### Placed cells, one colour a class, run 1

Scale bar: 20 µm. Fill, decap, tap and diode cells in grey.
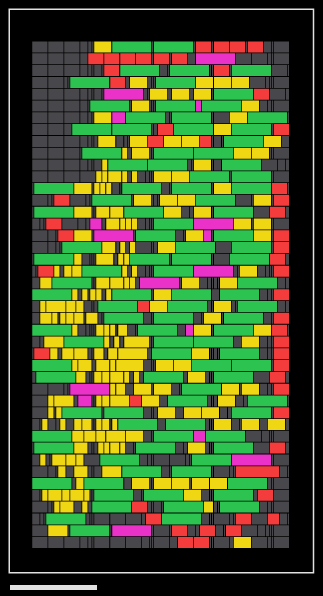
### Signal wires on met4, run 1

Scale bar: 20 µm.
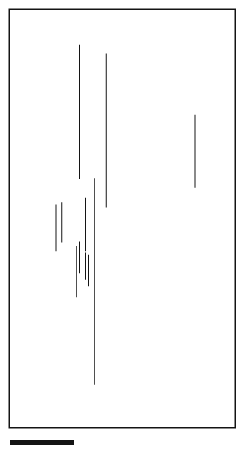
### Routed metal, one colour a layer, run 1

Scale bar: 20 µm.
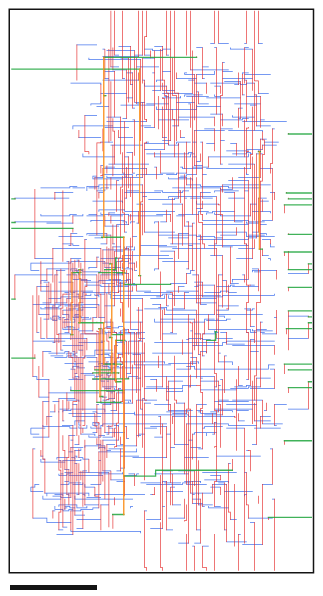
==> config.mk <==
export PLATFORM = sky130hd
export DESIGN_NAME = alu_sout_decoder
export DESIGN_NICKNAME = d
export VERILOG_FILES = /design/src/rtl/alu_pkg.sv /design/src/rtl/alu_sout_pkt_rx.sv /design/src/rtl/alu_sout_decoder.sv
export SDC_FILE = /design/constraint.sdc
export NUM_CORES = 1
export LEC_CHECK = 0
export CAP_MARGIN = 20
export CORE_ASPECT_RATIO = 2
export CORE_MARGIN = 5
export CORE_UTILIZATION = 59
export CTS_BUF_LIST = sky130_fd_sc_hd__clkbuf_16
export CTS_CLUSTER_DIAMETER = 80
export DETAILED_ROUTE_END_ITERATION = 7
export PLACE_DENSITY = 0.9
export SLEW_MARGIN = 0
export SYNTH_ARGS = -nofsm -noshare
export SYNTH_HDL_FRONTEND = slang
export SYNTH_SLANG_ARGS = --single-unit
==> constraint.sdc <==
create_clock -name clk -period 3.75 [get_ports clk]
set_input_delay 0.5625 -clock clk [delete_from_list [all_inputs] [get_ports clk]]
set_output_delay 0.5625 -clock clk [all_outputs]
set_load 0.03 [all_outputs]
==> flow_summary.yaml, run 1 <==
# implementation run metrics
outcome:
  status: "complete, no violations"
power_and_ir_drop:
  power_frac_clock_pct: 28.2
  sw_frac_of_total_pct: 31.6
  finalPower_uw: 3020
  power_leakage_uw: 0.00248
  p_int_uw: 2070
synth:
  synth-edff-count: 0
  yosys_most_used_dff: "dfrtp_1"
  synthesis.instances: 306
  ys_types: 35
  simple_gate_area_share_pct: 8.72
  netlist.area_leader.share_pct: 61.7
  yosysSeqAreaShare_pct: 61.7
clock_tree:
  cts_max_level: 3
  clk_pin_slew_ns: 0.07
  cts_made_buffers: 9
  cts_root_buf: "clkbuf_16"
  cts_sinks: 104
timing:
  tns_ns: 0
  finalMaxSlewViolations: 0
  post-route-worst-setup-slack_ns: 1.49
  grt_setup_unrepaired: "false"
worst_setup_path:
  cp_cell_sequence: "inv_1 -> ha_1 -> and3b_1 -> nand3_4 -> nor3_4 -> buf_4 -> mux2_1"
  cp_data_required_time_ns: 3.97
  cpMaxStageDelayCell: "buf_4"
  ff2ff_path_depth: 7
  reg2reg_slack_ns: 1.49
  critPathTopFamily: "simple AND/OR/NAND/NOR gates"
  arrival_ns: 2.47
grt:
  grt_first_pass_wirelength_um: 12400
  antenna_found_initial: 0
  grt_pass1_vias: 2607
flow_run:
  warnings: 29
  maxCapViolCount: 0
drt:
  vias_per_cell: 5.46
  drtAntennaViolNets: 0
  drc: 0
  drtIter0Drc: 205
placement:
  post-place-ws_ns: 1.18
  place_congestion: 0.774
  hpwlAfterDp_um: 4940
  dp_cells: 437
final_layout:
  buffer_area_share_pct: 10.6
  antenna_cells: 0
  nNetsFinal: 368
  clk_share_pct: 5.36
  flops: 104
floorplan:
  pin_count: 50
worst_hold_path:
  hold_path.class: "in -> async"
About 'Placed cells, one colour a class':
legend:
  yellow:
    class: combinational and other logic
    cells: 191
  green:
    class: sequential cells
    cells: 104
  magenta:
    class: clock drivers and dummy loads
    cells: 16
  red:
    class: remaining buffers and delay cells
    cells: 53
# rows: 43
cell area after layout: 0.00507 mm²
Seq area share: 51.4%
final core utilization: 73.0%

About 'Signal wires on met4':
share of all routed wire: 3.5%
nets with wire on the layer: 9
wire length on this layer: 261 µm
longest straight run: 63.9 µm
Detailed Route WL: 7410 µm
vias: 2479

About 'Routed metal, one colour a layer':
legend:
  blue:
    layer: metal 1
    wire_length: 2890 µm
  red:
    layer: metal 2
    wire_length: 3980 µm
  green:
    layer: metal 3
    wire_length: 280 µm
  orange:
    layer: metal 4
    wire_length: 261 µm
drt wl/cell: 16.3 µm
GRT Total Usage: 17.7%

[run 1: layer usage]
layer / track usage (%) / routed length (µm) / vias to the layer above
met3: 4.66 / 280 / 26
met5: 0 / 0 / -
met2: 29.2 / 3980 / 61
li1: - / - / 1153
met4: 10.7 / 261 / 0
met1: 20.6 / 2890 / 1239
[run 1: cells in the final DEF, fill, tap and decap left out, types with 2 or more instances in the layout]
cell type and count:
ha_1 6, clkinv_2 2, clkbuf_16 9, nand3_1 7
inv_1 10, clkdlybuf4s50_1 48, clkinvlp_4 2, xor2_1 4
o31ai_1 2, a31oi_1 2, dfrtp_1 104, xnor2_1 8
a21o_1 2, nand2_1 37, mux2_1 18, nor2b_1 4
nor2_1 8, mux2_2 57, buf_4 4, a21oi_1 3
o21ai_0 4, inv_6 2, and3_1 2, nand3b_1 2
o22ai_1 3
==> run 2: changes to the inputs <==
- CORE_UTILIZATION: 59 -> 50
- PLACE_DENSITY: 0.9 -> 0.81
- clock period: 3.75 -> 2.05 ns (I/O delays scaled with it)
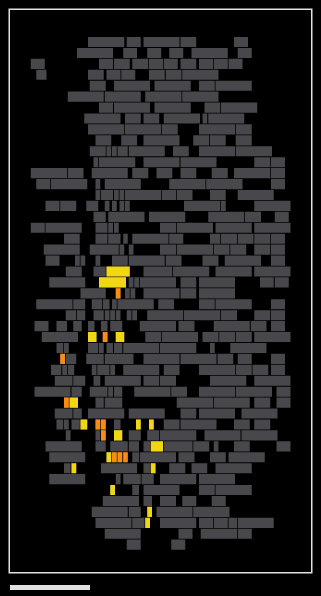
*Gate families picked out, run 2*
Scale bar: 20 µm.
legend:
  orange:
    family: inv cells
    cells: 10
  yellow:
    family: nor cells
    cells: 16
final cell count without fillers: 469
Comb area share: 29.2%
most numerous logic cell after layout: dfrtp_1

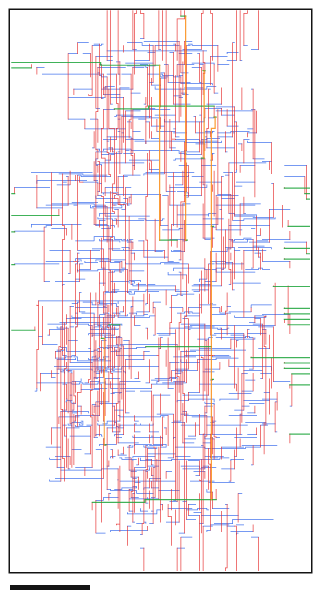
*Routed metal, one colour a layer, run 2*
Scale bar: 20 µm.
legend:
  green:
    layer: metal 3
    wire_length: 247 µm
  red:
    layer: metal 2
    wire_length: 4130 µm
  orange:
    layer: metal 4
    wire_length: 244 µm
  blue:
    layer: metal 1
    wire_length: 2910 µm
Detailed Route WL: 7530 µm
GRT Total Usage: 16.2%
vias: 2478
drt wl/cell: 16.1 µm

==> flow_summary.yaml, run 2 <==
# implementation run metrics
outcome:
  status: "complete, no violations"
power_and_ir_drop:
  finalPower_uw: 5460
  sw_frac_of_total_pct: 30.7
  power_leakage_uw: 0.00253
  power_frac_clock_pct: 26.8
  p_int_uw: 3780
clock_tree:
  cts_sinks: 104
  cts_max_level: 3
  cts_root_buf: "clkbuf_16"
  cts_made_buffers: 9
synth:
  yosysSeqAreaShare_pct: 61.7
  netlist.area_leader.share_pct: 61.7
  yosys_most_used_dff: "dfrtp_1"
  synthesis.instances: 306
  ys_types: 35
  simple_gate_area_share_pct: 8.72
  synth-edff-count: 0
drt:
  wl_met1_um: 2910
  drtAntennaViolNets: 0
  vias_per_cell: 5.28
  drtIter0Drc: 153
  route.met2.wl_um: 4130
  drc: 0
grt:
  grt_first_pass_wirelength_um: 12900
  grt_use_met3_pct: 4.30
  top_usage_layer: "met2"
  antenna_found_initial: 0
timing:
  post-route-worst-setup-slack_ns: 0.161
  grt_setup_unrepaired: "false"
  finalMaxSlewViolations: 0
  tns_ns: 0
final_layout:
  final_util_pct: 62.1
  antenna_cells: 0
  lay_top_cells: "104 x dfrtp_1, 57 x mux2_2, 48 x clkdlybuf4s50_1"
  nNetsFinal: 376
worst_setup_path:
  reg2reg_slack_ns: 0.16
  cp_cell_sequence: "inv_1 -> ha_1 -> and3_1 -> nand3_4 -> nor3_4 -> buf_12 -> mux2_2"
  cp_data_required_time_ns: 2.27
  critPathTopFamily: "simple AND/OR/NAND/NOR gates"
worst_hold_path:
  hold_path.class: "reg -> reg"
placement:
  dp_cells: 453
  post-place-ws_ns: 0.0159
  place_congestion: 0.773
floorplan:
  die_area_mm2: 0.0105
  pin_count: 50
flow_run:
  warnings: 29
  maxCapViolCount: 0
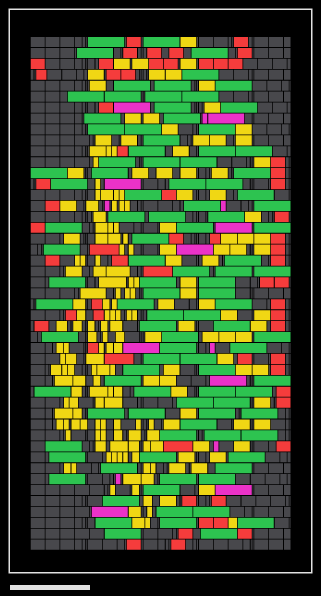
*Placed cells, one colour a class, run 2*
Scale bar: 20 µm. Fill, decap, tap and diode cells in grey.
legend:
  green:
    class: sequential cells
    cells: 104
  magenta:
    class: clock drivers and dummy loads
    cells: 15
  red:
    class: remaining buffers and delay cells
    cells: 61
  yellow:
    class: combinational and other logic
    cells: 191
# rows: 47
Seq area share: 50.5%
cell area after layout: 0.00515 mm²

==> run 2: cell counts after synthesis <==
No cell type changed its count.
==> run 2: final cells by class <==
cell class / instances / area share (%)
sequential: 104 / 50.5
multi-input combinational: 181 / 29.2
timing repair buffer: 61 / 12.3
clock buffer: 9 / 4.37
tap: 98 / 2.38
inverter: 10 / 0.729
clock inverter: 6 / 0.437
==> run 2: worst reg2reg max path: cells and delay by family, from the launching register on <==
family,cells,cell delay [ns]
adder cells (fa/ha/maj),1,0.18
flip-flops,1,0.41
multiplexers,1,0.37
AND/OR/NAND/NOR,3,0.52
buffers and inverters,2,0.29
==> run 2: timing repair <==
action	in CTS	in global routing
resized	0	1
hold buffers	1	0
buffers inserted	0	0
setup endpoints to repair	0	1
endpoints found under the hold margin	36	0
